**config.mk**
```make
export PLATFORM = sky130hd
export DESIGN_NAME = esn_readout
export DESIGN_NICKNAME = d
export VERILOG_FILES = /design/src/rtl/esn_pkg.sv /design/src/rtl/esn_mac.sv /design/src/rtl/esn_readout.sv
export SDC_FILE = /design/constraint.sdc
export NUM_CORES = 1
export LEC_CHECK = 0
export ABC_AREA = 1
export CAP_MARGIN = 10
export CORE_MARGIN = 2
export CORE_UTILIZATION = 35
export CTS_BUF_LIST = sky130_fd_sc_hd__clkbuf_8
export DETAILED_ROUTE_END_ITERATION = 10
export PLACE_DENSITY = 0.64
export SYNTH_ARGS = -nofsm -noshare
export SYNTH_HDL_FRONTEND = slang
export SYNTH_HIERARCHICAL = 1
export SYNTH_SLANG_ARGS = --single-unit
```
**constraint.sdc**
```tcl
create_clock -name iClk -period 7.1 [get_ports iClk]
set_input_delay 2.13 -clock iClk [delete_from_list [all_inputs] [get_ports iClk]]
set_output_delay 2.13 -clock iClk [all_outputs]
set_load 0.005 [all_outputs]
```
**src/rtl/esn_pkg.sv**
```systemverilog
// +----------------------------------------------------------------------------+
// | esn_pkg : shared types and helpers for the ESN readout and other reservoir  |
// |           consumers (FSM states, accumulator sizing, state-slice access).  |
// | Rev 1.0                                                                    |
// +----------------------------------------------------------------------------+
`default_nettype none

package esn_pkg;

   typedef enum logic [1:0] {
      S_IDLE = 2'd0,
      S_ACC  = 2'd1,
      S_DONE = 2'd2
   } state_e;

   localparam int C_MAX_STATE_W = 1024;

   function automatic int clog2(input int value);
      int r;
      r = 0;
      while ((1 << r) < value) begin
         r = r + 1;
      end
      return r;
   endfunction

   function automatic int acc_width(input int ww, input int dw, input int rs);
      return ww + dw + 1 + clog2(rs);
   endfunction

   // Neuron idx of a packed state vector (neuron 0 in LSBs), zero-extended.
   function automatic logic [31:0] state_slice(input logic [C_MAX_STATE_W-1:0] state,
                                               input int idx, input int dw);
      logic [31:0] r;
      r = '0;
      for (int b = 0; b < 32; b++) begin
         if (b < dw) begin
            r[b] = state[idx*dw + b];
         end
      end
      return r;
   endfunction

endpackage

`default_nettype wire

```
**src/rtl/esn_mac.sv**
```systemverilog
// +----------------------------------------------------------------------------+
// | esn_mac : registered signed-weight x unsigned-state multiply-accumulate     |
// |           with synchronous clear and enable; exposes the next-state sum.   |
// | Rev 1.0                                                                    |
// +----------------------------------------------------------------------------+
`default_nettype none

module esn_mac #(
   parameter int A_W   = 8,
   parameter int B_W   = 3,
   parameter int ACC_W = 14
) (
   input  logic                    clk_i,
   input  logic                    rst_i,
   input  logic                    clr_i,
   input  logic                    en_i,
   input  logic signed [A_W-1:0]   a_i,
   input  logic        [B_W-1:0]   b_i,
   output logic signed [ACC_W-1:0] acc_d_o
);

   localparam int PROD_W = A_W + B_W + 1;

   logic signed [PROD_W-1:0] prod_w;
   logic signed [ACC_W-1:0]  acc_q;
   logic signed [ACC_W-1:0]  acc_d;

   always_comb begin
      // State operand is unsigned: widen with a zero MSB before the signed multiply.
      prod_w = PROD_W'(a_i) * PROD_W'($signed({1'b0, b_i}));
      acc_d  = acc_q;
      if (clr_i) begin
         acc_d = '0;
      end else if (en_i) begin
         acc_d = acc_q + ACC_W'(prod_w);
      end
   end

   always_ff @(posedge clk_i) begin
      if (rst_i) begin
         acc_q <= '0;
      end else begin
         acc_q <= acc_d;
      end
   end

   assign acc_d_o = acc_d;

endmodule

`default_nettype wire

```
**src/rtl/esn_readout.sv**
```systemverilog
// +----------------------------------------------------------------------------+
// | esn_readout : linear ESN readout y = sum W[i]*x[i], one neuron per cycle.   |
// |   Optional macro ESN_READOUT_SAT_EN: saturate oY instead of wrapping.      |
// | Rev 1.0                                                                    |
// +----------------------------------------------------------------------------+
`default_nettype none

module esn_readout
   import esn_pkg::*;
#(
   parameter int RESERVOIR_SIZE = 3,
   parameter int DATA_WIDTH     = 3,
   parameter int WEIGHT_WIDTH   = 8,
   parameter int OUT_WIDTH      = 16
) (
   input  logic                                 iClk,
   input  logic                                 iRst,
   input  logic                                 iValid,
   input  logic [RESERVOIR_SIZE*DATA_WIDTH-1:0] iState,
   input  logic                                 iWWr,
   input  logic [$clog2(RESERVOIR_SIZE)-1:0]    iWAddr,
   input  logic [WEIGHT_WIDTH-1:0]              iWData,
   output logic                                 oBusy,
   output logic                                 oValid,
   output logic [OUT_WIDTH-1:0]                 oY
);

   localparam int ADDR_W = clog2(RESERVOIR_SIZE);
   localparam int ACC_W  = acc_width(WEIGHT_WIDTH, DATA_WIDTH, RESERVOIR_SIZE);
   localparam int WIDE_W = (ACC_W > OUT_WIDTH) ? ACC_W : OUT_WIDTH;
   localparam logic [ADDR_W-1:0] C_LAST_IDX = ADDR_W'(RESERVOIR_SIZE - 1);

   state_e                               state_q;
   logic [ADDR_W-1:0]                    idx_q;
   logic [RESERVOIR_SIZE*DATA_WIDTH-1:0] snap_q;
   logic signed [WEIGHT_WIDTH-1:0]       w_q [RESERVOIR_SIZE];
   logic                                 busy_q;
   logic                                 valid_q;
   logic [OUT_WIDTH-1:0]                 y_q;

   logic                                 start_w;
   logic                                 acc_en_w;
   logic signed [WEIGHT_WIDTH-1:0]       weight_w;
   logic [DATA_WIDTH-1:0]                x_w;
   logic signed [ACC_W-1:0]              acc_d;
   logic signed [WIDE_W-1:0]             acc_wide_w;
   logic [OUT_WIDTH-1:0]                 y_d;

   assign start_w    = (state_q == S_IDLE) && iValid;
   assign acc_en_w   = (state_q == S_ACC);
   assign weight_w   = w_q[idx_q];
   assign x_w        = DATA_WIDTH'(state_slice(C_MAX_STATE_W'(snap_q), 32'(idx_q), DATA_WIDTH));
   assign acc_wide_w = WIDE_W'(acc_d);

   esn_mac #(
      .A_W   (WEIGHT_WIDTH),
      .B_W   (DATA_WIDTH),
      .ACC_W (ACC_W)
   ) u_mac (
      .clk_i   (iClk),
      .rst_i   (iRst),
      .clr_i   (start_w),
      .en_i    (acc_en_w),
      .a_i     (weight_w),
      .b_i     (x_w),
      .acc_d_o (acc_d)
   );

`ifdef ESN_READOUT_SAT_EN
   localparam logic signed [WIDE_W-1:0] C_Y_MAX =
      {{(WIDE_W-OUT_WIDTH+1){1'b0}}, {(OUT_WIDTH-1){1'b1}}};
   localparam logic signed [WIDE_W-1:0] C_Y_MIN =
      {{(WIDE_W-OUT_WIDTH+1){1'b1}}, {(OUT_WIDTH-1){1'b0}}};

   always_comb begin
      y_d = acc_wide_w[OUT_WIDTH-1:0];
      if (acc_wide_w > C_Y_MAX) begin
         y_d = C_Y_MAX[OUT_WIDTH-1:0];
      end else if (acc_wide_w < C_Y_MIN) begin
         y_d = C_Y_MIN[OUT_WIDTH-1:0];
      end
   end
`else
   // acc_wide_w is already sign-extended, so this covers both wrap and extend.
   assign y_d = acc_wide_w[OUT_WIDTH-1:0];
`endif

   // Writes are locked out for the whole busy window so a readout sees stable weights.
   always_ff @(posedge iClk) begin
      if (iRst) begin
         for (int i = 0; i < RESERVOIR_SIZE; i++) begin
            w_q[i] <= '0;
         end
      end else if (iWWr && !busy_q && (32'(iWAddr) < RESERVOIR_SIZE)) begin
         w_q[iWAddr] <= iWData;
      end
   end

   always_ff @(posedge iClk) begin
      if (iRst) begin
         state_q <= S_IDLE;
         idx_q   <= '0;
         snap_q  <= '0;
         busy_q  <= 1'b0;
         valid_q <= 1'b0;
         y_q     <= '0;
      end else begin
         valid_q <= 1'b0;
         case (state_q)
            S_IDLE: begin
               if (iValid) begin
                  snap_q  <= iState;
                  idx_q   <= '0;
                  busy_q  <= 1'b1;
                  state_q <= S_ACC;
               end
            end
            S_ACC: begin
               idx_q <= idx_q + 1'b1;
               if (idx_q == C_LAST_IDX) begin
                  idx_q   <= '0;
                  y_q     <= y_d;
                  valid_q <= 1'b1;
                  state_q <= S_DONE;
               end
            end
            S_DONE: begin
               busy_q  <= 1'b0;
               state_q <= S_IDLE;
            end
            default: begin
               state_q <= S_IDLE;
               busy_q  <= 1'b0;
            end
         endcase
      end
   end

   assign oBusy  = busy_q;
   assign oValid = valid_q;
   assign oY     = y_q;

endmodule

`default_nettype wire
```
==> out/results.ini, run 1 <==
[outcome]
status=finished clean

[drt]
route.met3.wl_um=334
via_per_inst=4.57
dr.pass1.iters=4

[logic_synthesis]
yosysWarningCount=6
yosys-top-cells-count=132 x inv_1, 123 x nand2_1, 89 x nor2_1
enable_flop_cells=32
ys_seq_share_pct=36.7
synth_top_cell_by_count=inv_1
top_area_share_pct=18.9
synth_area_mm2=0.00508
synthTopCellsByArea=edfxtp_1 19%, dfxtp_1 18%, inv_1 9.8%

[floorplanning]
fp_util_pct=35.3
die_h_um=124

[place]
port-buffer-count=40
pre_cts_slack_ns=1.85
dp_cells=869
gp_congestion=0.873

[pwr]
powerDensity_mw_per_mm2=199
swShare_pct=33.6
power.clock.fraction_pct=27.7
pwr-share-comb_pct=29.2
share_seq_of_total_power_pct=43.1

[timing]
setup_tns_ns=0
grt_setup_unrepaired=no
drv_slew=0
setup_viol=0
whs_ns=0.460

[critical_path]
rr_worst_depth=24
cp_data_required_time_ns=7.38
start_kind=flip-flop
path_buffers=5
path_max_fanout=17
endpoint_kind=flip-flop

[clock_tree]
cts_tree=done
root_buffer=clkbuf_8
clkTransAtPathRegs_ns=0.07
cts_made_buffers=9

[worst_hold_path]
hp-class=flip-flop to flip-flop
hold_path_depth=2

[job]
warnings=32
drv_cap=0

[layout]
comb_area_mm2=0.00258

run 1: cell usage in the layout, fill, tap and decap left out:
| cell | count |
|---|---|
| inv_1 | 134 |
| nand2_1 | 123 |
| nor2_1 | 89 |
| dfxtp_1 | 45 |
| clkdlybuf4s50_1 | 40 |
| ha_1 | 32 |
| edfxtp_1 | 32 |
| nand3_1 | 31 |
| a21oi_1 | 30 |
| o21ai_0 | 28 |
| fa_1 | 19 |
| nand2_2 | 10 |
| a21oi_2 | 10 |
| o22ai_1 | 9 |
| nand3_2 | 9 |
| clkbuf_8 | 9 |
| conb_1 | 8 |
| nand4_1 | 5 |
| inv_2 | 4 |
| nor3_1 | 4 |
| o21ai_1 | 3 |
| xnor2_1 | 3 |
| clkinv_1 | 3 |
| nand3b_1 | 3 |
| xor2_1 | 3 |
| nor4_1 | 3 |
| nor2_4 | 2 |
| nand2_4 | 2 |
| nor2_2 | 2 |
| o21a_1 | 1 |
| a211oi_1 | 1 |
| inv_4 | 1 |
| clkinvlp_4 | 1 |
| bufinv_16 | 1 |
| buf_4 | 1 |
run 1: sequential cells by signal, summed over array words and instances (netlist names), named ones only:
| name | cells |
|---|---|
| w_q | 32 |
| oY | 14 |
| u_mac/acc_q | 14 |
| snap_q | 9 |
| idx_q | 2 |
| state_q | 2 |
| oBusy | 1 |
| oValid | 1 |
run 1: kinds of logic (layout without fill, tap and decap cells):
logic type,count (synthesis),in the layout,synth area share (%)
XOR/XNOR,6,6,1.03
flip-flops,77,77,36.7
other,1,8,0.0738
adder cells (fa/ha/maj),51,51,15.4
AND-OR/OR-AND,82,82,9.14
AND/OR/NAND/NOR,283,283,24.7
buffers and inverters,158,194,13.0
run 1: per-layer routing:
metal | global-route usage, % | vias to the layer above
li1 | - | 2111
met1 | 18.6 | 1847
met2 | 24.6 | 70
met3 | 2.15 | 19
met4 | 6.15 | 0
met5 | 0 | -
run 1: worst max-delay path by stage:
stage	startpoint	slack, ns	to
after floorplan	idx_q[0]	2.82	oY[11]
after global placement	idx_q[0]	1.92	oY[10]
after detailed placement	idx_q[0]	1.85	oY[10]
after CTS	idx_q[0]	1.82	oY[10]
after global routing	idx_q[0]	1.37	oY[10]
final	idx_q[0]	1.86	oY[10]
run 1: power by group through the flow:
stage / Combinational [mW] / Sequential (mW) / Clock [mW]
after global routing: 0.388 / 0.498 / 0.346
after floorplan: 0.264 / 0.501 / 0
after CTS: 0.338 / 0.495 / 0.329
after global placement: 0.332 / 0.505 / 0
after detailed placement: 0.336 / 0.505 / 0
final: 0.335 / 0.495 / 0.318
run 1: area by class of cell:
cell class,instances,share of cell area (%)
timing repair buffer,41,7.06
inverter,137,8.90
tap,184,3.98
multi-input combinational,430,44.7
clock inverter,7,1.02
sequential,77,32.2
clock buffer,9,2.14
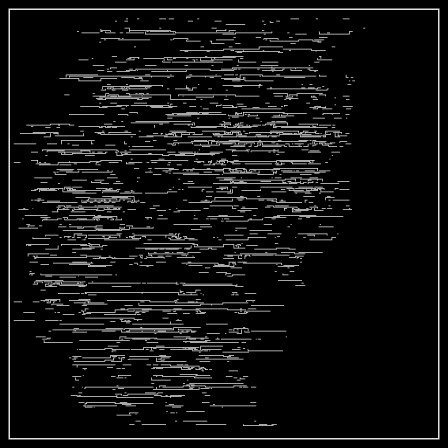
run_1/layer_met1.png
The layer carries 4940 um of wire. The longest straight run is 30.4 um. 722 nets have wire on it.
met1 Resource Use GR: 18.6%
DRT Wirelength: 10.6 mm

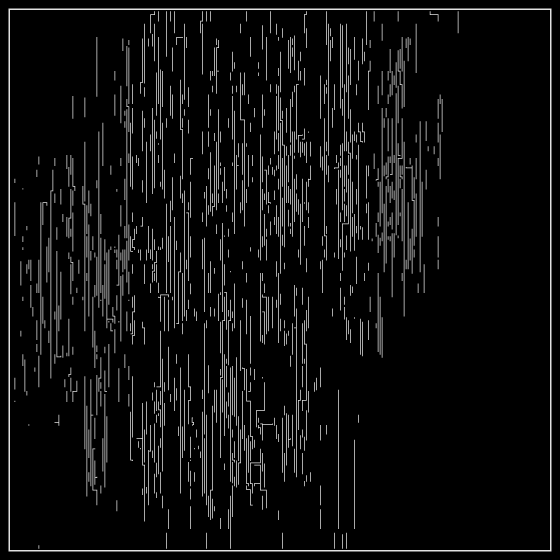
run_1/layer_met2.png
589 nets have wire on it. The layer carries 5060 um of wire. The wires run mostly vertical.
via count: 4047
met2 Use GR: 24.6%

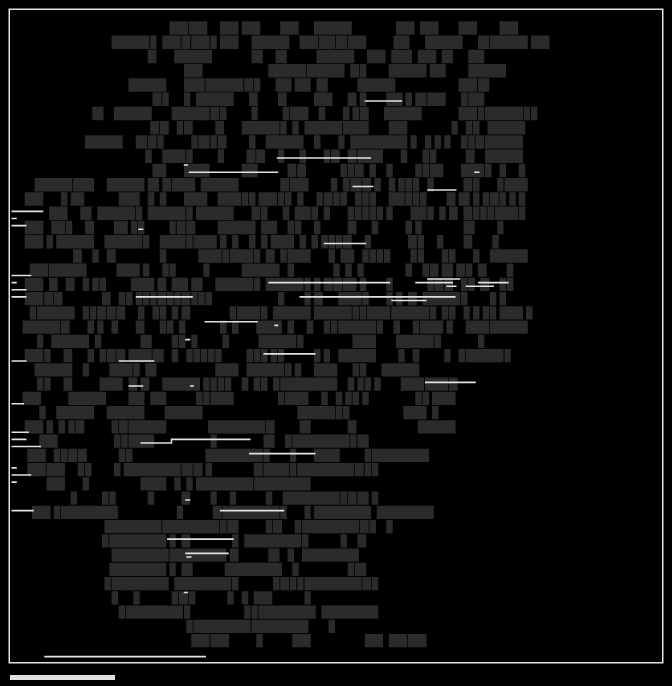
run_1/layer_met3.png
Scale bar: 20 um. Cells faint in the background.
38 nets have wire on it. The layer holds 3.1% of the routed length.
GR Util met3: 2.15%

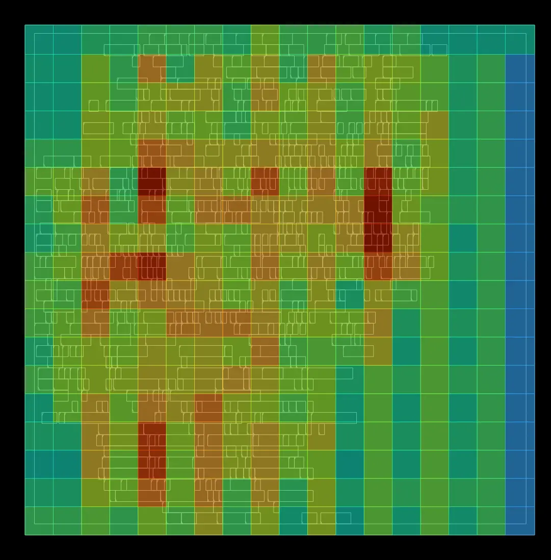
run_1/congestion.png
Final Util: 40.2%
gr usage total: 14.5%
GR peak layer: met2

## Run 2: what changed since run 1
==> constraint.sdc (replaced) <==
create_clock -name iClk -period 5.4 [get_ports iClk]
set_input_delay 1.62 -clock iClk [delete_from_list [all_inputs] [get_ports iClk]]
set_output_delay 1.62 -clock iClk [all_outputs]
set_load 0.005 [all_outputs]
==> run 2 against run 1 <==
Final area rose by 0.93%. Combinational power rose by 31%. Count of clock-buffer cells in the layout did not move. First-iteration DRC count fell by 6.6%. Clock power rose by 55%. Maximum frequency rose by 8.6%. Global-route usage fell by 0.12 points. Clock skew rose by 0.0022 ns. Area after synthesis did not move. Via count fell by 1.3%. Final cell count rose by 0.11%.
==> out/results.ini, run 2 <==
[place]
port-buffer-count=40
pre_cts_slack_ns=0.468
gp_congestion=0.866

[logic_synthesis]
avgSynthCellArea_um2=7.72
yosys-top-cells-count=132 x inv_1, 123 x nand2_1, 89 x nor2_1
enable_flop_cells=32
ys_seq_share_pct=36.7
flop_cell=dfxtp_1
yosysWarningCount=6
top_area_share_pct=18.9
synth_area_mm2=0.00508
synth_top_cell_by_count=inv_1
syn-instance-count=658
synthTopCellsByArea=edfxtp_1 19%, dfxtp_1 18%, inv_1 9.8%

[timing]
drv_slew=0
setup_viol=0
tightest_slew_ns=0.838
whs_ns=0.465

[floorplanning]
die_h_um=124
fp_util_pct=35.3
design.core.area_mm2=0.0144

[clock_tree]
clk_latency_ns=0.37
cts_tree=done
clkTransAtPathRegs_ns=0.09
root_buffer=clkbuf_8
cts_made_buffers=9

[worst_hold_path]
hold_path_depth=2
hp-class=flip-flop to flip-flop

[pwr]
powerDensity_mw_per_mm2=271

[drt]
dr.pass1.iters=4
via_per_inst=4.51

[critical_path]
path_max_fanout=13
slowest_delay_ns=0.50
endpoint_kind=flip-flop
rr_worst_depth=24
start_kind=flip-flop

[layout]
nNetsFinal=771
regMostFlops=w_q
mostFrequentLayoutCell=inv_1
lay_top_cells=132 x inv_1, 123 x nand2_1, 88 x nor2_1
largest_reg_flops=32

[outcome]
status=finished clean

[global_route]
antenna_found_initial=0

[job]
drv_cap=0
warnings=32

==> run 2: report_power, final <==
| group | internal (mW) | leakage [nW] | total (mW) | switching [mW] |
|---|---|---|---|---|
| registers | 0.636 | 0.695 | 0.651 | 0.0149 |
| clock network | 0.262 | 0.106 | 0.492 | 0.229 |
| logic | 0.160 | 2.07 | 0.438 | 0.277 |
==> run 2: final cells by class <==
| type | instances | area (um2) | area share, % |
|---|---|---|---|
| clock buffers | 9 | 124 | 2.12 |
| well taps | 184 | 230 | 3.95 |
| clock inverters | 7 | 98.8 | 1.69 |
| multi-input cells | 430 | 2590 | 44.4 |
| flip-flops and latches | 77 | 1860 | 31.9 |
| repair buffers | 42 | 415 | 7.12 |
| inverters | 137 | 514 | 8.82 |
==> run 2: worst max-delay path, delay by kind of cell (launching register included) <==
family / cells / cell delay (ns)
adders and majority gates: 5 / 2.01
and+or+nand+nor: 9 / 0.94
AOI/OAI and AO/OA: 4 / 0.72
DFF: 1 / 0.49
buffers and inverters: 6 / 0.58
==> run 2: worst paths after layout <==
check | from | to | slack (ns)
worst min register to register | oY[0] | oY[0] | 0.47
worst max register to register | idx_q[0] | oY[10] | 0.57
worst min-delay path | oY[0] | oY[0] | 0.47
worst max-delay path | idx_q[0] | oY[10] | 0.57
==> run 2: kinds of logic after synthesis <==
group | after synthesis | synth area share, %
adder cells (fa/ha/maj) | 51 | 15.4
flip-flops | 77 | 36.7
buffers and inverters | 158 | 13.0
AND/OR/NAND/NOR | 283 | 24.7
XOR/XNOR | 6 | 1.03
AND-OR/OR-AND | 82 | 9.14
other | 1 | 0.0738
==> run 2: layer usage <==
layer  part of all wire, %  global-route usage [%]  vias to the layer above  wire length [um]
met5                     0                       0                        -                 0
met4                   2.3                    5.75                        0               234
met3                   3.0                    2.88                       14               314
met2                    49                    24.4                       73              5090
met1                    45                    18.0                     1796              4710
li1                      -                       -                     2113                 -
==> run 2: per-stage QoR <==
step,std cells,utilization (%)
2_1_floorplan,665,-
3_3_place_gp,870,39.0
3_5_place_dp,870,39.0
4_1_cts,886,40.5
5_1_grt,886,40.6
6_report,886,40.6
==> run 2: timing repair <==
| item | in CTS | in global routing |
|---|---|---|
| setup endpoints to repair | 0 | 2 |
| hold endpoints to repair | 0 | 0 |
| setup buffers | 0 | 0 |
| gates resized | 0 | 2 |
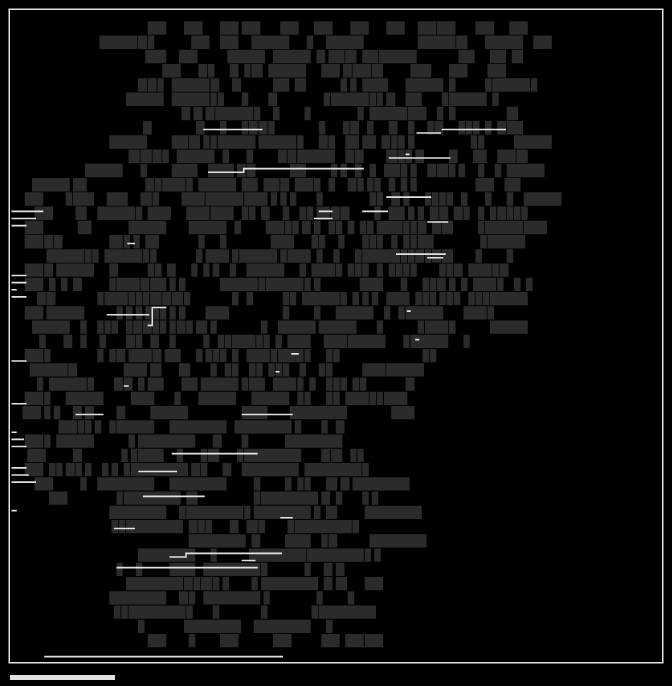
run_2/layer_met3.png
Scale bar: 20 um. Cells faint in the background.
The wires run mostly horizontal. The layer carries 314 um of wire. The layer holds 3.0% of the routed length.
DRT Wirelength: 10.3 mm
via count: 3996
GR Util met3: 2.88%

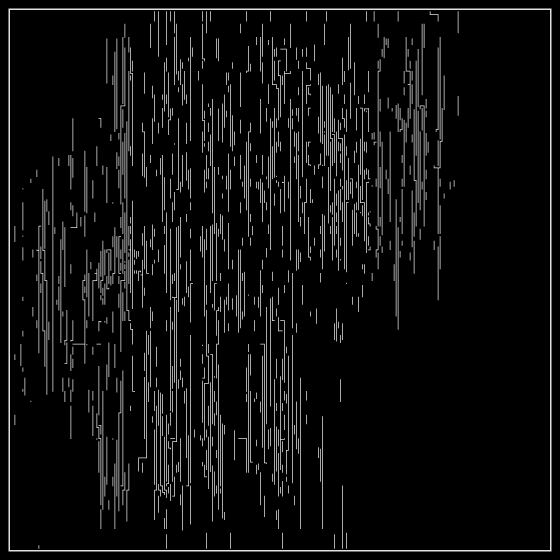
run_2/layer_met2.png
The longest straight run is 54.1 um. The layer holds 49% of the routed length. The wires run mostly vertical. 580 nets have wire on it. The layer carries 5090 um of wire.
met2 Use GR: 24.4%

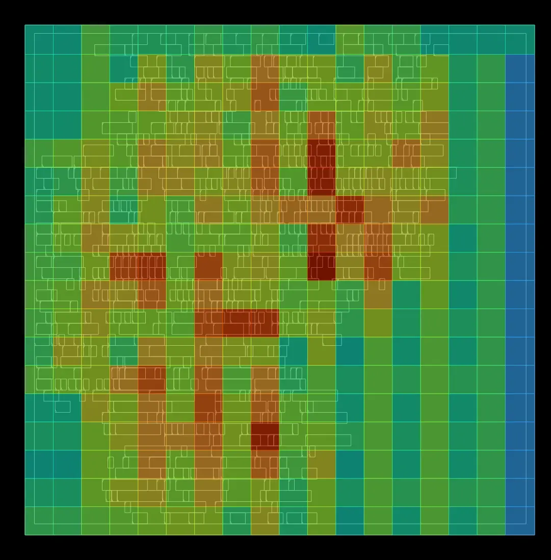
run_2/congestion.png
Final Util: 40.6%
post-DR wirelength/cell: 11.7 um
met1 Resource Use GR: 18.0%
gr usage total: 14.4%

## Run 3: what changed since run 2
--- a/config.mk
+++ b/config.mk
@@ -7,7 +7,6 @@
 export LEC_CHECK = 0
 export ABC_AREA = 1
 export CAP_MARGIN = 10
-export CORE_MARGIN = 2
 export CORE_UTILIZATION = 35
 export CTS_BUF_LIST = sky130_fd_sc_hd__clkbuf_8
 export DETAILED_ROUTE_END_ITERATION = 10
==> run 3 against run 2 <==
Non-clock buffer count unchanged. Maximum frequency grew 0.72%. Via count increased by 2.4%. Sequential power about the same. Global-route usage rose by 1.6 points. Combinational power hardly changed. Register-to-register slack improved by 0.03 ns. Synthesized cell count unchanged. Flip-flop count unchanged. Largest power group unchanged.
==> out/results.ini, run 3 <==
[outcome]
status=finished clean

[floorplanning]
fp_util_pct=36.2
die_h_um=122

[logic_synthesis]
ys_sh_adder_pct=15.4
synth.comb.largest_family=simple AND/OR/NAND/NOR gates
top_area_share_pct=18.9
synth-xor-area-share_pct=1.03
synth_area_mm2=0.00508
ys_sh_simple_pct=24.7
synthTopCellsByArea=edfxtp_1 19%, dfxtp_1 18%, inv_1 9.8%
synthAoiAreaFrac_pct=9.14
syn-instance-count=658

[clock_tree]
clkTransAtPathRegs_ns=0.08
clk_latency_ns=0.37

[timing]
setup_viol=0
grt_setup_unrepaired=no
drv_slew=0
tightest_slew_ns=0.818

[global_route]
antenna_found_initial=0
grt_usage_pct=16.0

[place]
gp_congestion=0.893

[critical_path]
r2r_slack_ns=0.61
path_max_fanout=13
cp_data_required_time_ns=5.72
start_kind=flip-flop
r2r-start=idx_q[0]
r2r-end=oY[10]
slowest_delay_ns=0.51

[drt]
dr.pass1.iters=5

[layout]
flop_area_mm2=0.00186
largest_reg_flops=32
comb_area_mm2=0.00259
mostFrequentLayoutCell=inv_1
lay_top_cells=136 x inv_1, 123 x nand2_1, 88 x nor2_1

[job]
warnings=32

[worst_hold_path]
whs_endpoint=oY[7]

run 3: cell counts after synthesis:
No cell type changed its count.
run 3: through the flow:
stage / utilization (%) / setup slack, ns / std cells / hold slack [ns]
after floorplan: - / 1.12 / 665 / 0.429
after global placement: 39.9 / 0.513 / 866 / 0.453
after detailed placement: 39.9 / 0.483 / 866 / 0.456
after CTS: 41.1 / 0.472 / 882 / 0.469
after global routing: 41.2 / 0.133 / 882 / 0.484
final: 41.2 / 0.609 / 882 / 0.465
run 3: layout make-up:
type                    count  area share, %
clock buffers               9           2.14
clock inverters             7          0.909
inverters                 137           8.90
multi-input cells         430           44.8
flip-flops and latches     77           32.2
well taps                 180           3.90
repair buffers             42           7.19
run 3: kinds of logic after synthesis:
logic type	count (synthesis)
xor+xnor	6
buf+inv	158
other cells	1
flops	77
fa+ha+maj	51
simple gates	283
compound gates	82
run 3: worst max path at each step:
stage,startpoint,end,slack [ns],cells past startpoint
finish,idx_q[0],oY[10],0.61,24
floorplan,idx_q[0],oY[11],1.12,25
global route,idx_q[0],oY[10],0.13,24
global placement,idx_q[0],oY[10],0.51,24
CTS,idx_q[0],oY[10],0.47,24
detailed placement,idx_q[0],oY[10],0.48,24
run 3: layer usage:
metal	routed length, um	GRT usage [%]	vias up	part of all wire, %
met4	255	7.24	0	2.4
met2	4930	26.5	77	46
met1	5090	20.5	1879	48
li1	-	-	2116	-
met3	433	2.70	19	4.0
met5	0	0	-	0
run 3: worst register-to-register path, stage by stage, from the launching register on:
cell     delay (ns)
dfxtp_1        0.47
inv_2          0.16
ha_1           0.42
inv_1          0.13
a21oi_1        0.12
o21ai_0        0.11
a21oi_2        0.34
nand2_1        0.13
inv_1          0.10
ha_1           0.26
fa_1           0.51
inv_1          0.05
fa_1           0.49
inv_1          0.04
ha_1           0.36
nand2_1        0.12
nor2_1         0.18
nand3_1        0.16
nand3_1        0.12
nand2_1        0.05
nand3_1        0.07
nand2_1        0.07
inv_1          0.07
nand3_2        0.07
a21oi_2        0.16
run 3: repair_timing:
action / 4_1_cts / 5_1_grt
endpoints found under the setup margin: 0 / 2
resized: 0 / 2
buffers inserted: 0 / 0
run 3: where the power goes:
group	internal (mW)	switching [mW]
clock network	0.204	0.207
logic	0.160	0.280
registers	0.636	0.0148
total	1.00	0.502
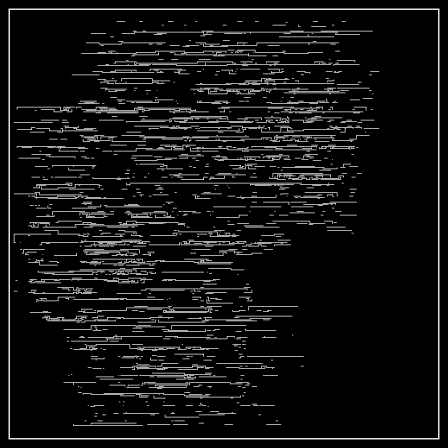
run_3/layer_met1.png
The layer holds 48% of the routed length. The wires run mostly horizontal. The longest straight run is 49.2 um.
via count: 4091
DRT Wirelength: 10.7 mm
met1 Resource Use GR: 20.5%

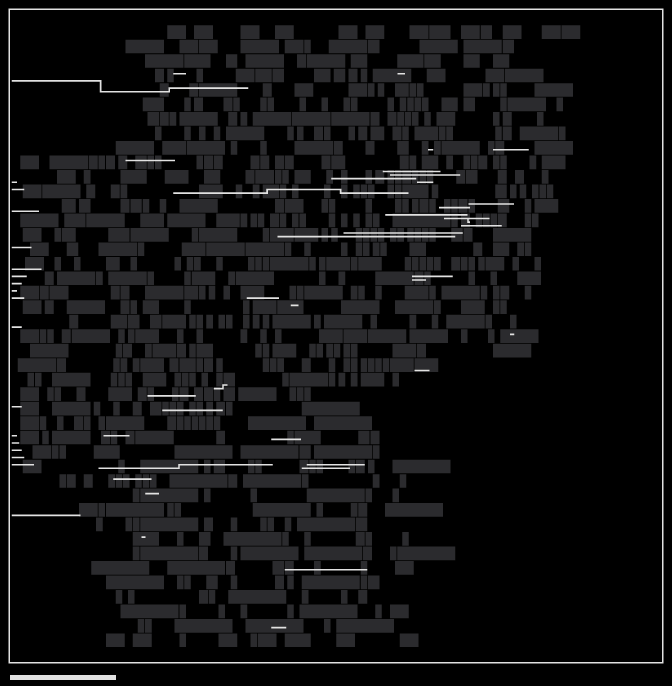
run_3/layer_met3.png
Scale bar: 20 um. Cells faint in the background.
The wires run mostly horizontal. The layer carries 434 um of wire. 42 nets have wire on it. The longest straight run is 33.1 um.
GR Util met3: 2.70%

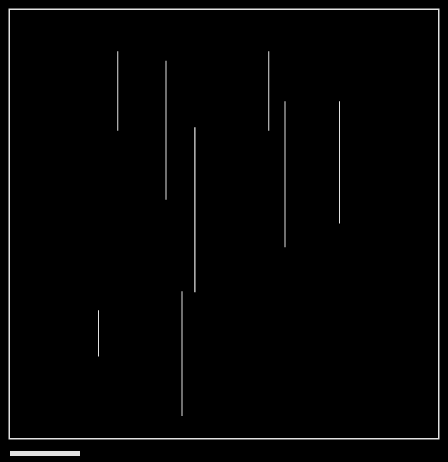
run_3/layer_met4.png
Scale bar: 20 um.
The layer holds 2.4% of the routed length. The wires run mostly vertical.

No activity file was given, so power comes from the tool's default toggle rates.
